zoom.png
Region (64, 58) to (89, 83) um. Cells in grey, sequential cells in the stronger grey; small squares are vias.
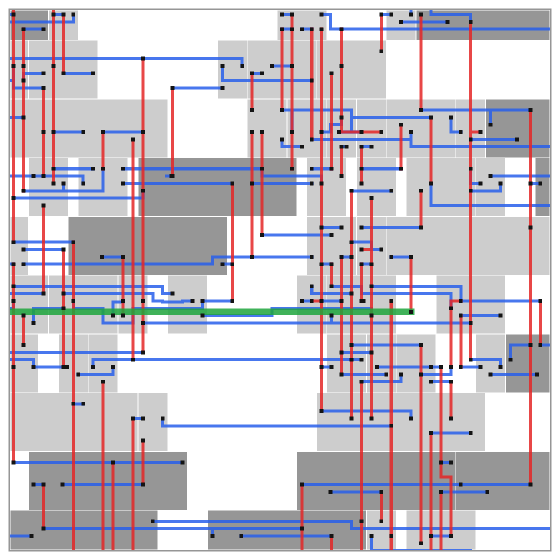
gate_families.png
(3 px per um)
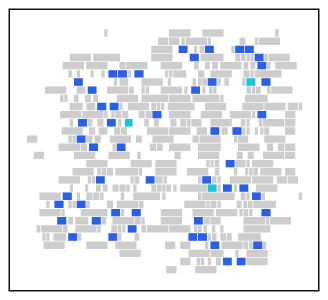
===== src/rtl/game_button_debouncer.sv =====
// Debounces active-low game buttons into a clean level plus press/release pulses.
// Optional auto-repeat pulses while a button is held: define GAME_BTN_AUTOREPEAT_EN.
module game_button_debouncer #(
    parameter int NUM_BTN       = 4,
    parameter int CNT_WIDTH     = 14,
    parameter int REPEAT_DELAY  = 2500000,
    parameter int REPEAT_PERIOD = 500000
) (
    input  logic               clk_5mhz,
    input  logic               rst_n,
    input  logic [NUM_BTN-1:0] btn_raw_n,
    output logic [NUM_BTN-1:0] btn_level,
    output logic [NUM_BTN-1:0] btn_press,
    output logic [NUM_BTN-1:0] btn_release,
    output logic [NUM_BTN-1:0] btn_repeat
);

    typedef enum logic [1:0] {
        IDLE,
        CONFIRM_PRESS,
        HELD,
        CONFIRM_RELEASE
    } state_t;

`ifdef GAME_BTN_AUTOREPEAT_EN
    localparam int HOLD_MAX = (REPEAT_DELAY > REPEAT_PERIOD) ? REPEAT_DELAY : REPEAT_PERIOD;
    localparam int HOLD_W   = (HOLD_MAX > 1) ? $clog2(HOLD_MAX) : 1;
    localparam logic [HOLD_W-1:0] DELAY_LAST  = HOLD_W'(REPEAT_DELAY - 1);
    localparam logic [HOLD_W-1:0] PERIOD_LAST = HOLD_W'(REPEAT_PERIOD - 1);
`endif

    if (CNT_WIDTH < 1 || REPEAT_DELAY < 1 || REPEAT_PERIOD < 1) begin : g_badConfig
        $error("game_button_debouncer: CNT_WIDTH, REPEAT_DELAY and REPEAT_PERIOD must be positive");
    end

    logic [NUM_BTN-1:0] r_sync1;
    logic [NUM_BTN-1:0] r_sync2;

    // Reset loads the unpushed level so no spurious press is seen after release
    always_ff @(posedge clk_5mhz) begin
        if (!rst_n) begin
            r_sync1 <= '1;
            r_sync2 <= '1;
        end else begin
            r_sync1 <= btn_raw_n;
            r_sync2 <= r_sync1;
        end
    end

    for (genvar g = 0; g < NUM_BTN; g++) begin : g_chan
        state_t               r_state;
        state_t               w_stateNext;
        logic [CNT_WIDTH-1:0] r_cnt;
        logic [CNT_WIDTH-1:0] w_cntNext;
        logic                 w_press;
        logic                 w_release;
        logic                 r_level;
        logic                 r_press;
        logic                 r_release;

        always_comb begin
            w_stateNext = r_state;
            w_cntNext   = '0;
            w_press     = 1'b0;
            w_release   = 1'b0;
            case (r_state)
                IDLE: begin
                    if (!r_sync2[g]) w_stateNext = CONFIRM_PRESS;
                end
                CONFIRM_PRESS: begin
                    if (r_sync2[g]) begin
                        w_stateNext = IDLE;
                    end else if (&r_cnt) begin
                        w_stateNext = HELD;
                        w_press     = 1'b1;
                    end else begin
                        w_cntNext = r_cnt + 1'b1;
                    end
                end
                HELD: begin
                    if (r_sync2[g]) w_stateNext = CONFIRM_RELEASE;
                end
                CONFIRM_RELEASE: begin
                    if (!r_sync2[g]) begin
                        w_stateNext = HELD;
                    end else if (&r_cnt) begin
                        w_stateNext = IDLE;
                        w_release   = 1'b1;
                    end else begin
                        w_cntNext = r_cnt + 1'b1;
                    end
                end
                default: w_stateNext = IDLE;
            endcase
        end

        always_ff @(posedge clk_5mhz) begin
            if (!rst_n) begin
                r_state   <= IDLE;
                r_cnt     <= '0;
                r_level   <= 1'b0;
                r_press   <= 1'b0;
                r_release <= 1'b0;
            end else begin
                r_state   <= w_stateNext;
                r_cnt     <= w_cntNext;
                r_level   <= (w_stateNext == HELD) || (w_stateNext == CONFIRM_RELEASE);
                r_press   <= w_press;
                r_release <= w_release;
            end
        end

        assign btn_level[g]   = r_level;
        assign btn_press[g]   = r_press;
        assign btn_release[g] = r_release;

`ifdef GAME_BTN_AUTOREPEAT_EN
        logic [HOLD_W-1:0] r_hold;
        logic [HOLD_W-1:0] w_holdNext;
        logic              r_repDone;
        logic              w_repDoneNext;
        logic              w_repeat;
        logic              r_repeat;

        // Hold age survives a release bounce; only a fresh press restarts the delay
        always_comb begin
            w_holdNext    = '0;
            w_repDoneNext = r_repDone;
            w_repeat      = 1'b0;
            if (w_press) begin
                w_repDoneNext = 1'b0;
            end else if (r_state == HELD || r_state == CONFIRM_RELEASE) begin
                if (w_stateNext != IDLE && r_hold == (r_repDone ? PERIOD_LAST : DELAY_LAST)) begin
                    w_repeat      = 1'b1;
                    w_repDoneNext = 1'b1;
                end else begin
                    w_holdNext = r_hold + 1'b1;
                end
            end
        end

        always_ff @(posedge clk_5mhz) begin
            if (!rst_n) begin
                r_hold    <= '0;
                r_repDone <= 1'b0;
                r_repeat  <= 1'b0;
            end else begin
                r_hold    <= w_holdNext;
                r_repDone <= w_repDoneNext;
                r_repeat  <= w_repeat;
            end
        end

        assign btn_repeat[g] = r_repeat;
`else
        assign btn_repeat[g] = 1'b0;
`endif
    end

endmodule


===== config.mk =====
export PLATFORM = sky130hd
export DESIGN_NAME = game_button_debouncer
export DESIGN_NICKNAME = d
export VERILOG_FILES = /design/src/rtl/game_button_debouncer.sv
export SDC_FILE = /design/constraint.sdc
export NUM_CORES = 1
export LEC_CHECK = 0
export CORE_ASPECT_RATIO = 0.9
export CORE_MARGIN = 5
export CORE_UTILIZATION = 45
export CTS_BUF_LIST = sky130_fd_sc_hd__clkbuf_16
export CTS_CLUSTER_SIZE = 30
export DETAILED_ROUTE_END_ITERATION = 10
export GPL_TIMING_DRIVEN = 1
export PLACE_DENSITY_LB_ADDON = 0.3
export SLEW_MARGIN = 25
export SYNTH_ARGS = -nofsm -noshare
export SYNTH_HDL_FRONTEND = slang
export SYNTH_SLANG_ARGS = --single-unit

===== constraint.sdc =====
create_clock -name clk_5mhz -period 3.7 [get_ports clk_5mhz]
set_input_delay 0.555 -clock clk_5mhz [delete_from_list [all_inputs] [get_ports clk_5mhz]]
set_output_delay 0.555 -clock clk_5mhz [all_outputs]
set_load 0.02 [all_outputs]

==> flow_metrics.rpt <==
IMPLEMENTATION SUMMARY REPORT
----------------------------------------------------
[Die]
  Chip height ........................ 93.4 um
  Die width ........................ 103 um
  Cell Rows ........................ 30

[Final timing]
  Final number of max-transition violations ........................ 0
  Setup repair after global routing missed its margin ........................ false
  Fin crit share ........................ 59.1%
  Achievable clock frequency ........................ 0.458 GHz
  Final clock skew ........................ 0.00410 ns
  Final setup violating endpoints ........................ 0
  Worst setup margin ........................ 1.52 ns

[Synth]
  Largest cells by area after synthesis ........................ sky130_fd_sc_hd__dfxtp_1 48%, sky130_fd_sc_hd__xnor2_1 8.8%, sky130_fd_sc_hd__nor2_1 7.9%
  Leading cell types by count after synthesis ........................ 83 x sky130_fd_sc_hd__dfxtp_1, 73 x sky130_fd_sc_hd__nor2_1, 35 x sky130_fd_sc_hd__xnor2_1
  Synthesized area per cell ........................ 9.12 sq um
  Yosys warns ........................ 0
  Chip Area, Yosys ........................ 3470 sq um
  Post-synth ARST share ........................ 0%
  Top-area cell type share of the netlist area ........................ 47.8%

[Global route]
  Via count of the first global-routing pass ........................ 2,121
  Antenna violations before repair ........................ 0
  Largest net degree at the start of global routing ........................ 28
  Total grt overflow ........................ 0

[Detailed routing]
  WL met2 ........................ 2.38 mm
  Count of antenna-violating nets left after detailed routing ........................ 0
  Met3 Wirelength ........................ 250 um
  Max layer used ........................ met4
  Router iterations before antenna repair ........................ 4
  Wire length per cell ........................ 11.0 um
  Detailed-routing wirelength on met1 ........................ 2.64 mm
  Number of DRC markers in iteration 0 ........................ 94

[Placed design]
  Detailed placer's ending HPWL ........................ 3.78 mm

[Clocking]
  Post-CTS setup-driven buffer insertion count ........................ 0
  Clock insertion delay at the later pin of the skew report ........................ 0.33 ns
  H-tree Lvls ........................ 3
  Library cell used as clock root buffer ........................ sky130_fd_sc_hd__clkbuf_16

[Pwr]
  Internal portion of total power ........................ 1.42 mW
  Pleak ........................ 1.30 nW
  Maximum vdd ir drop ........................ 0.277 mV

[Cells and area]
  Proportion of layout cells with a drive suffix above 1 ........................ 5.37%
  Diode insertion count for antenna repair ........................ 0
  Finished Core Util ........................ 51.6%

[Setup path]
  Crit Path Category ........................ in -> reg

[Outcome]
  Run status ........................ finished, final reports clean

----------------------------------------------------
-- zoom.png (at the start) --
legend:
  met1:
    colour: blue
  met2:
    colour: red
  met3:
    colour: green
cells with their middle in the window: 50
netlist names of flops here include: `g_chan.r_cnt` (5)
sequential cells in the window: 8
most frequent: nor2_1 (12), dfxtp_1 (8), xnor2_1 (7)

-- gate_families.png (at the start) --
legend:
  XOR/XNOR gates:
    colour: blue
    cells: 51
    most_used: xnor2_1
  AND-OR and OR-AND gates:
    colour: cyan
    cells: 3
    most_used: a31o_2
leading cell type in the layout, fill and taps excluded: sky130_fd_sc_hd__dfxtp_1
final cell count without fillers: 487
fraction of area in multi-input gates: 41.2%

## sequential cells by signal (all words and copies together), names as in the netlist
| signal | flops |
|---|---|
| r_sync2 | 4 |
| g_chan.r_press | 4 |
| g_chan.r_release | 4 |
| g_chan.r_level | 3 |
| g_chan.r_state | 8 |
| r_sync1 | 4 |
| g_chan.r_cnt | 56 |
## cell families (layout without fill, tap and decap cells)
kind of cell,Yosys count,in the layout,share of synthesized area [%]
flops,83,83,47.8
simple gates,190,190,29.0
fa+ha+maj,4,4,1.44
other cells,1,4,0.108
buf+inv,41,48,6.34
compound gates,7,7,1.30
mux,4,4,1.15
xor+xnor,51,51,12.9
## final timing paths
check	from	end	slack, ns	cells past startpoint
setup / recovery	rst_n	g_chan[2].r_cnt[7]	1.52	4
hold / removal	r_sync1[1]	r_sync2[1]	0.41	1
setup reg to reg	g_chan[2].r_cnt[0]	g_chan[2].r_cnt[7]	1.98	5
hold reg to reg	r_sync1[1]	r_sync2[1]	0.41	1
## layout make-up
cell class              count  area (sq um)  share of cell area (%)
multi-input cells         260          1600                    41.2
clock inverters             7          53.8                    1.38
repair buffers             17           170                    4.37
flip-flops and latches     83          1660                    42.7
clock buffers               9           225                    5.79
inverters                  15          56.3                    1.45
well taps                  96           120                    3.09
## metal layers
layer / vias up / GRT usage [%]
li1: 1245 / -
met4: 0 / 6.23
met1: 1080 / 16.4
met3: 9 / 4.77
met2: 30 / 18.2
met5: - / 0
## placed cells by master, fill, tap and decap left out, types with 2 or more instances in the layout
cell                              synthesis  routed
sky130_fd_sc_hd__nand2_1                 24      24
sky130_fd_sc_hd__clkdlybuf4s50_1          0      17
sky130_fd_sc_hd__clkbuf_16                0       9
sky130_fd_sc_hd__nor3_1                  17      17
sky130_fd_sc_hd__nand4_1                 14      14
sky130_fd_sc_hd__nand3_1                 23      23
sky130_fd_sc_hd__nor4_1                   5       5
sky130_fd_sc_hd__mux2i_1                  4       4
sky130_fd_sc_hd__inv_1                   15      19
sky130_fd_sc_hd__nor4_4                   3       3
sky130_fd_sc_hd__o21ai_0                  3       3
sky130_fd_sc_hd__nor2_1                  73      73
sky130_fd_sc_hd__a31o_2                   2       2
sky130_fd_sc_hd__nand4_4                  3       3
sky130_fd_sc_hd__xor2_1                  16      16
sky130_fd_sc_hd__nand2b_1                 9       9
sky130_fd_sc_hd__and4_1                   4       4
sky130_fd_sc_hd__conb_1                   1       4
sky130_fd_sc_hd__and2_1                   6       6
sky130_fd_sc_hd__ha_1                     4       4
sky130_fd_sc_hd__dfxtp_1                 83      83
sky130_fd_sc_hd__and3_1                   4       4
sky130_fd_sc_hd__xnor2_1                 35      35
## power groups by stage
stage          sequential, mW  clock, mW  combinational (mW)
6_report                0.903      0.829              0.0202
4_1_cts                 0.902      0.853              0.0204
3_5_place_dp            0.922          0              0.0203
5_1_grt                 0.903      0.893              0.0228
2_1_floorplan           0.921          0              0.0168
3_3_place_gp            0.922          0              0.0202
## worst max-delay path, cell delays in order
cell                              delay (ns)
sky130_fd_sc_hd__clkdlybuf4s50_1        1.02
sky130_fd_sc_hd__nand3_1                0.28
sky130_fd_sc_hd__or2_1                  0.43
sky130_fd_sc_hd__nor2_1                 0.15
Power and IR drop assume default switching activity.
